--- src/rtl/fetch_pkg.sv ---
// Shared types and constants for the RV32I instruction fetch stage.
package fetch_pkg;

  localparam int unsigned XLEN   = 32;
  localparam int unsigned QDEPTH = 2;
  localparam int unsigned CNT_W  = 2;

  // addi x0,x0,0
  localparam logic [XLEN-1:0] NOP_INST = 32'h0000_0013;

  typedef enum logic [1:0] {
    IDLE  = 2'd0,
    REQ   = 2'd1,
    WAIT  = 2'd2,
    DRAIN = 2'd3
  } fetch_state_t;

  // One fetched instruction together with the address it came from.
  typedef struct packed {
    logic [XLEN-1:0] pc;
    logic [XLEN-1:0] inst;
  } fetch_entry_t;

endpackage

--- src/rtl/fetch_queue.sv ---
// Two-entry FIFO of fetched {pc, inst} pairs feeding decode.
//   clk_i, reset_i : clock, synchronous active-high reset
//   push_i/entry_i : enqueue one entry (dropped if full and not popping)
//   pop_i          : dequeue the head entry (ignored when empty)
//   flush_i        : empty the queue; wins over push and pop
//   head_o         : head entry (ent0), count_o : number of valid entries
module fetch_queue
  import fetch_pkg::*;
#(
  parameter logic [XLEN-1:0] RESET_INST = 32'h0000_0013
) (
  input  logic                   clk_i,
  input  logic                   reset_i,
  input  logic                   push_i,
  input  fetch_entry_t           entry_i,
  input  logic                   pop_i,
  input  logic                   flush_i,
  output fetch_entry_t           head_o,
  output logic [CNT_W-1:0]       count_o
);

  fetch_entry_t          ent0_q, ent0_d;
  fetch_entry_t          ent1_q, ent1_d;
  logic [CNT_W-1:0]      count_q, count_d;
  logic                  do_pop;
  logic                  do_push;

  assign do_pop  = pop_i && (count_q != '0);
  assign do_push = push_i && ((count_q < CNT_W'(QDEPTH)) || do_pop);

  // ent0 is always the head; a pop shifts ent1 down.
  always_comb begin
    ent0_d  = ent0_q;
    ent1_d  = ent1_q;
    count_d = count_q;
    if (flush_i) begin
      count_d = '0;
    end else begin
      case ({do_push, do_pop})
        2'b10: begin
          if (count_q == '0) ent0_d = entry_i;
          else               ent1_d = entry_i;
          count_d = count_q + CNT_W'(1);
        end
        2'b01: begin
          ent0_d  = ent1_q;
          count_d = count_q - CNT_W'(1);
        end
        2'b11: begin
          if (count_q == CNT_W'(1)) begin
            ent0_d = entry_i;
          end else begin
            ent0_d = ent1_q;
            ent1_d = entry_i;
          end
        end
        default: ;
      endcase
    end
  end

  always_ff @(posedge clk_i) begin
    if (reset_i) begin
      ent0_q  <= '{pc: '0, inst: RESET_INST};
      ent1_q  <= '{pc: '0, inst: RESET_INST};
      count_q <= '0;
    end else begin
      ent0_q  <= ent0_d;
      ent1_q  <= ent1_d;
      count_q <= count_d;
    end
  end

  assign head_o  = ent0_q;
  assign count_o = count_q;

endmodule

--- src/rtl/inst_fetch.sv ---
// RV32I fetch stage: pc register, single-outstanding imem request FSM,
// and a 2-entry queue presenting {inst, pc} to decode.
//   imem_req_*  : word fetch request (valid/ready), addr = pc register
//   imem_rsp_*  : in-order response, >= 1 cycle after acceptance
//   redirect_*  : taken branch/jump; flushes and refetches from redirect_pc
//   id_*        : head of the fetch queue toward decode (valid/ready)
module inst_fetch
  import fetch_pkg::*;
#(
  parameter logic [XLEN-1:0] RESET_PC = '0,
  parameter logic [XLEN-1:0] NOP_INST = fetch_pkg::NOP_INST
) (
  input  logic            clk,
  input  logic            reset,
  output logic            imem_req_valid,
  output logic [XLEN-1:0] imem_req_addr,
  input  logic            imem_req_ready,
  input  logic            imem_rsp_valid,
  input  logic [XLEN-1:0] imem_rsp_data,
  input  logic            redirect_valid,
  input  logic [XLEN-1:0] redirect_pc,
  output logic            id_valid,
  output logic [XLEN-1:0] id_inst,
  output logic [XLEN-1:0] id_pc,
  input  logic            id_ready
);

  fetch_state_t      state_q, state_d;
  logic [XLEN-1:0]   pc_q, pc_d;
  logic [CNT_W-1:0]  count;
  fetch_entry_t      head;
  logic              req_fire;
  logic              push;
  logic              flush;
  logic              unused_redirect_lsbs;

  // Request is a decode of registered state only; no input-to-output path.
  assign imem_req_valid = (state_q == REQ) && (count < CNT_W'(QDEPTH));
  assign imem_req_addr  = pc_q;
  assign req_fire       = imem_req_valid && imem_req_ready;
  assign unused_redirect_lsbs = ^redirect_pc[1:0];

  // Next-state / pc logic; redirect overrides everything below it.
  always_comb begin
    state_d = state_q;
    pc_d    = pc_q;
    push    = 1'b0;
    flush   = 1'b0;
    case (state_q)
      IDLE:  state_d = REQ;
      REQ:   if (req_fire) state_d = WAIT;
      WAIT: begin
        if (imem_rsp_valid) begin
          push    = 1'b1;
          pc_d    = pc_q + XLEN'(4);
          state_d = REQ;
        end
      end
      DRAIN: if (imem_rsp_valid) state_d = REQ;
      default: state_d = IDLE;
    endcase
    if (redirect_valid) begin
      flush = 1'b1;
      push  = 1'b0;
      pc_d  = {redirect_pc[XLEN-1:2], 2'b00};
      // A response is still owed to us if one is outstanding and not arriving now.
      if ((((state_q == WAIT) || (state_q == DRAIN)) && !imem_rsp_valid) ||
          ((state_q == REQ) && req_fire)) begin
        state_d = DRAIN;
      end else begin
        state_d = REQ;
      end
    end
  end

  always_ff @(posedge clk) begin
    if (reset) begin
      state_q <= IDLE;
      pc_q    <= RESET_PC;
    end else begin
      state_q <= state_d;
      pc_q    <= pc_d;
    end
  end

  fetch_queue #(
    .RESET_INST (NOP_INST)
  ) u_queue (
    .clk_i   (clk),
    .reset_i (reset),
    .push_i  (push),
    .entry_i ('{pc: pc_q, inst: imem_rsp_data}),
    .pop_i   (id_valid && id_ready),
    .flush_i (flush),
    .head_o  (head),
    .count_o (count)
  );

  assign id_valid = (count != '0);
  assign id_inst  = head.inst;
  assign id_pc    = head.pc;

endmodule

--- config.mk ---
export PLATFORM = sky130hd
export DESIGN_NAME = inst_fetch
export DESIGN_NICKNAME = d
export VERILOG_FILES = /design/src/rtl/fetch_pkg.sv /design/src/rtl/fetch_queue.sv /design/src/rtl/inst_fetch.sv
export SDC_FILE = /design/constraint.sdc
export NUM_CORES = 1
export LEC_CHECK = 0
export CAP_MARGIN = 25
export CORE_UTILIZATION = 50
export CTS_CLUSTER_DIAMETER = 200
export DETAILED_ROUTE_END_ITERATION = 8
export GPL_TIMING_DRIVEN = 0
export PLACE_DENSITY_LB_ADDON = 0.05
export SETUP_SLACK_MARGIN = 0.3
export SLEW_MARGIN = 5
export SYNTH_ARGS = -nofsm -noshare
export SYNTH_HDL_FRONTEND = slang
export SYNTH_SLANG_ARGS = --single-unit
--- constraint.sdc ---
create_clock -name clk -period 7.93 [get_ports clk]
set_input_delay 1.586 -clock clk [delete_from_list [all_inputs] [get_ports clk]]
set_output_delay 1.586 -clock clk [all_outputs]
set_load 0.02 [all_outputs]
==> results_slide.txt <==
Physical Implementation Snapshot

Pwr
  – Power share of the clock group: 43.3%
  – Pwr Density: 198 nW/um^2
  – Worst voltage drop across the vdd grid: 0.000152 V
  – Cell leakage power: 0.00309 uW

Cells and area
  – Area added between synthesis and finish: 34.8%

STA
  – RSZ-0062 raised after global routing: no
  – Total negative slack for setup checks: 0 ns

Outcome
  – Outcome: finished clean

Worst setup path
  – Worst EP required: 8.26 ns
  – Cell count of the worst reg-to-reg path: 13
  – Critical path's most frequent cell: sky130_fd_sc_hd__clkbuf_1
  – Slowest stage cell on the critical path: sky130_fd_sc_hd__clkdlybuf4s50_1
  – Worst setup EP type: flip-flop

Global route
  – Vias in the first global route: 6884
  – Antenna violations before repair: 0

Clocking
  – Maximum level of the CTS H-tree: 4
  – CTS tree: yes

Synthesis
  – Area share of the largest cell type after synthesis: 45.2%
  – Count of mapped cells out of synthesis: 836

Placement
  – Standard cell area after detailed placement: 8850 sq um
  – Number of buffers inserted by port buffering: 161

Floorplanning
  – Top-level port count: 168
  – Width of the die: 120 um

Route
  – Wire length per cell: 18.7 um
==> metal layers <==
metal	GRT usage, %	vias to the layer above
li1	-	3478
met4	15.0	0
met1	39.2	3429
met5	0	-
met2	52.8	340
met3	7.59	51
==> metrics by stage <==
| stage | hold WS (ns) | std cells | worst slack [ns] |
|---|---|---|---|
| detailed placement | 0.446 | 1177 | 2.68 |
| global placement | 0.441 | 1176 | 2.68 |
| floorplan | 0.436 | 839 | 4.17 |
| global route | 0.471 | 1209 | 2.69 |
| finish | 0.452 | 1209 | 3.01 |
| CTS | 0.454 | 1208 | 3.09 |
==> worst max path at each step <==
| stage | from | to | slack [ns] | depth (start not counted) |
|---|---|---|---|---|
| after floorplan | redirect_valid | u_queue.head_o[4] | 4.17 | 12 |
| after global placement | redirect_valid | u_queue.head_o[25] | 2.68 | 13 |
| after detailed placement | redirect_valid | u_queue.head_o[25] | 2.68 | 13 |
| after CTS | redirect_valid | u_queue.head_o[25] | 3.09 | 13 |
| after global routing | redirect_valid | u_queue.head_o[6] | 2.69 | 13 |
| final | redirect_valid | u_queue.head_o[29] | 3.01 | 13 |
==> worst reg2reg max path, cell delays in order (launching register included) <==
cell                       delay, ns
sky130_fd_sc_hd__dfxtp_1        0.38
sky130_fd_sc_hd__inv_1          0.09
sky130_fd_sc_hd__ha_1           0.25
sky130_fd_sc_hd__nand2b_1       0.25
sky130_fd_sc_hd__a21oi_1        0.18
sky130_fd_sc_hd__nand2_1        0.09
sky130_fd_sc_hd__inv_1          0.11
sky130_fd_sc_hd__ha_1           0.20
sky130_fd_sc_hd__nor2b_1        0.15
sky130_fd_sc_hd__o21a_1         0.11
sky130_fd_sc_hd__clkbuf_1       0.45
sky130_fd_sc_hd__clkbuf_1       0.45
sky130_fd_sc_hd__a22oi_1        0.13
sky130_fd_sc_hd__a311oi_1       0.32
==> kinds of logic after synthesis <==
| family | synth area share, % |
|---|---|
| compound gates | 29.5 |
| xor+xnor | 1.50 |
| fa+ha+maj | 1.07 |
| buf+inv | 5.95 |
| flops | 45.2 |
| mux | 0.161 |
| other cells | 0.0535 |
| simple gates | 16.6 |
==> final cells by class <==
cell class                      count  area share, %
Clock inverter                      6          0.875
Sequential cell                   158           33.5
Clock buffer                       25           5.25
Inverter                           15          0.597
Timing Repair Buffer              163           17.2
Tap cell                          176           2.33
Multi-Input combinational cell    577           36.4
Buffer                             89           3.82
==> cells in the final DEF (no fill, tap or decap), drive strengths merged, types with 15 or more instances in the layout <==
master         count
inv               15
nor2              18
nand2            149
nand3             15
dfxtp            158
buf               18
clkbuf            98
a21oi            128
a22oi             64
a311oi            62
clkdlybuf4s50    161
==> power groups by stage <==
stage / registers (uW) / logic [uW] / clock network [uW]
after floorplan: 874 / 87.5 / 0
after global placement: 859 / 213 / 0
after detailed placement: 860 / 214 / 0
after CTS: 843 / 215 / 812
after global routing: 846 / 233 / 849
final: 844 / 218 / 810
==> flip-flops by register name (all words and copies together), names as in the netlist <==
name and count:
u_queue.count_o 2, u_queue.ent1_q 62, u_queue.head_o 62, imem_req_addr 30, state_q 2
**Signal wires on met1**

Scale bar: 20 um.
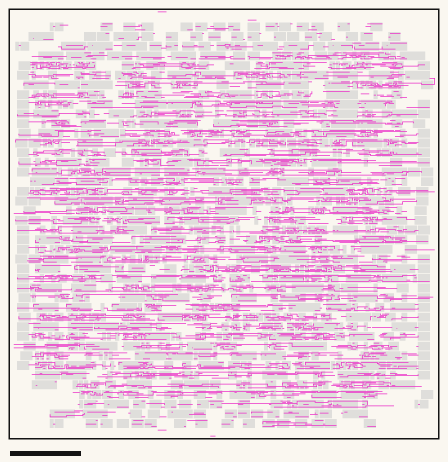
wire length on this layer: 9230 um
nets with wire on the layer: 974
longest straight run: 34.3 um
main direction: horizontal
share of all routed wire: 41%

**M2 wires**

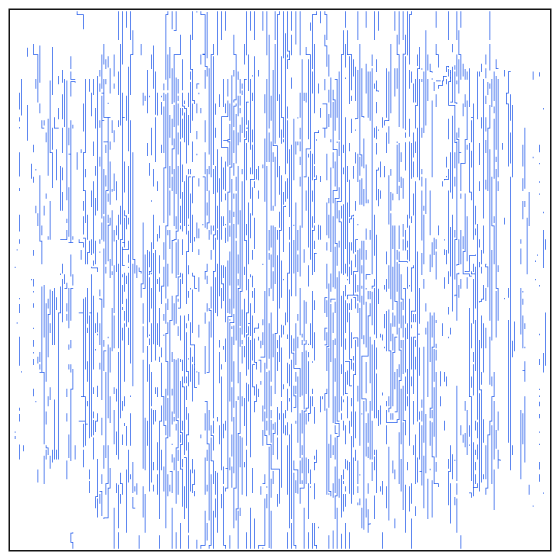
nets with wire on the layer: 887
main direction: vertical
share of all routed wire: 48%
longest straight run: 65.3 um
wire length on this layer: 10800 um

**Metal 3**

Scale bar: 20 um.
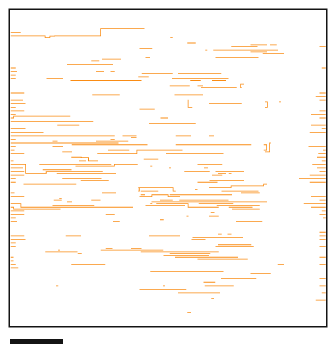
share of all routed wire: 8.2%
nets with wire on the layer: 169
longest straight run: 43.7 um

**Signal wires on met4**

Scale bar: 20 um.
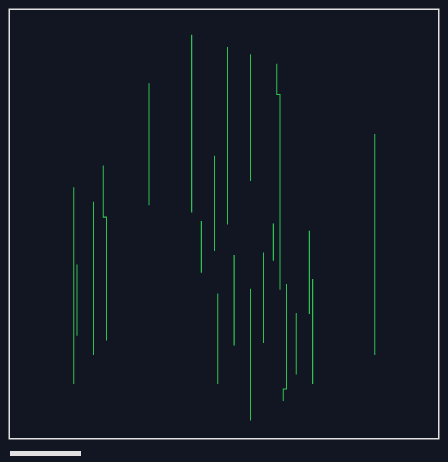
longest straight run: 61.9 um
share of all routed wire: 3.2%
wire length on this layer: 728 um

No activity file was given, so power comes from the tool's default toggle rates.
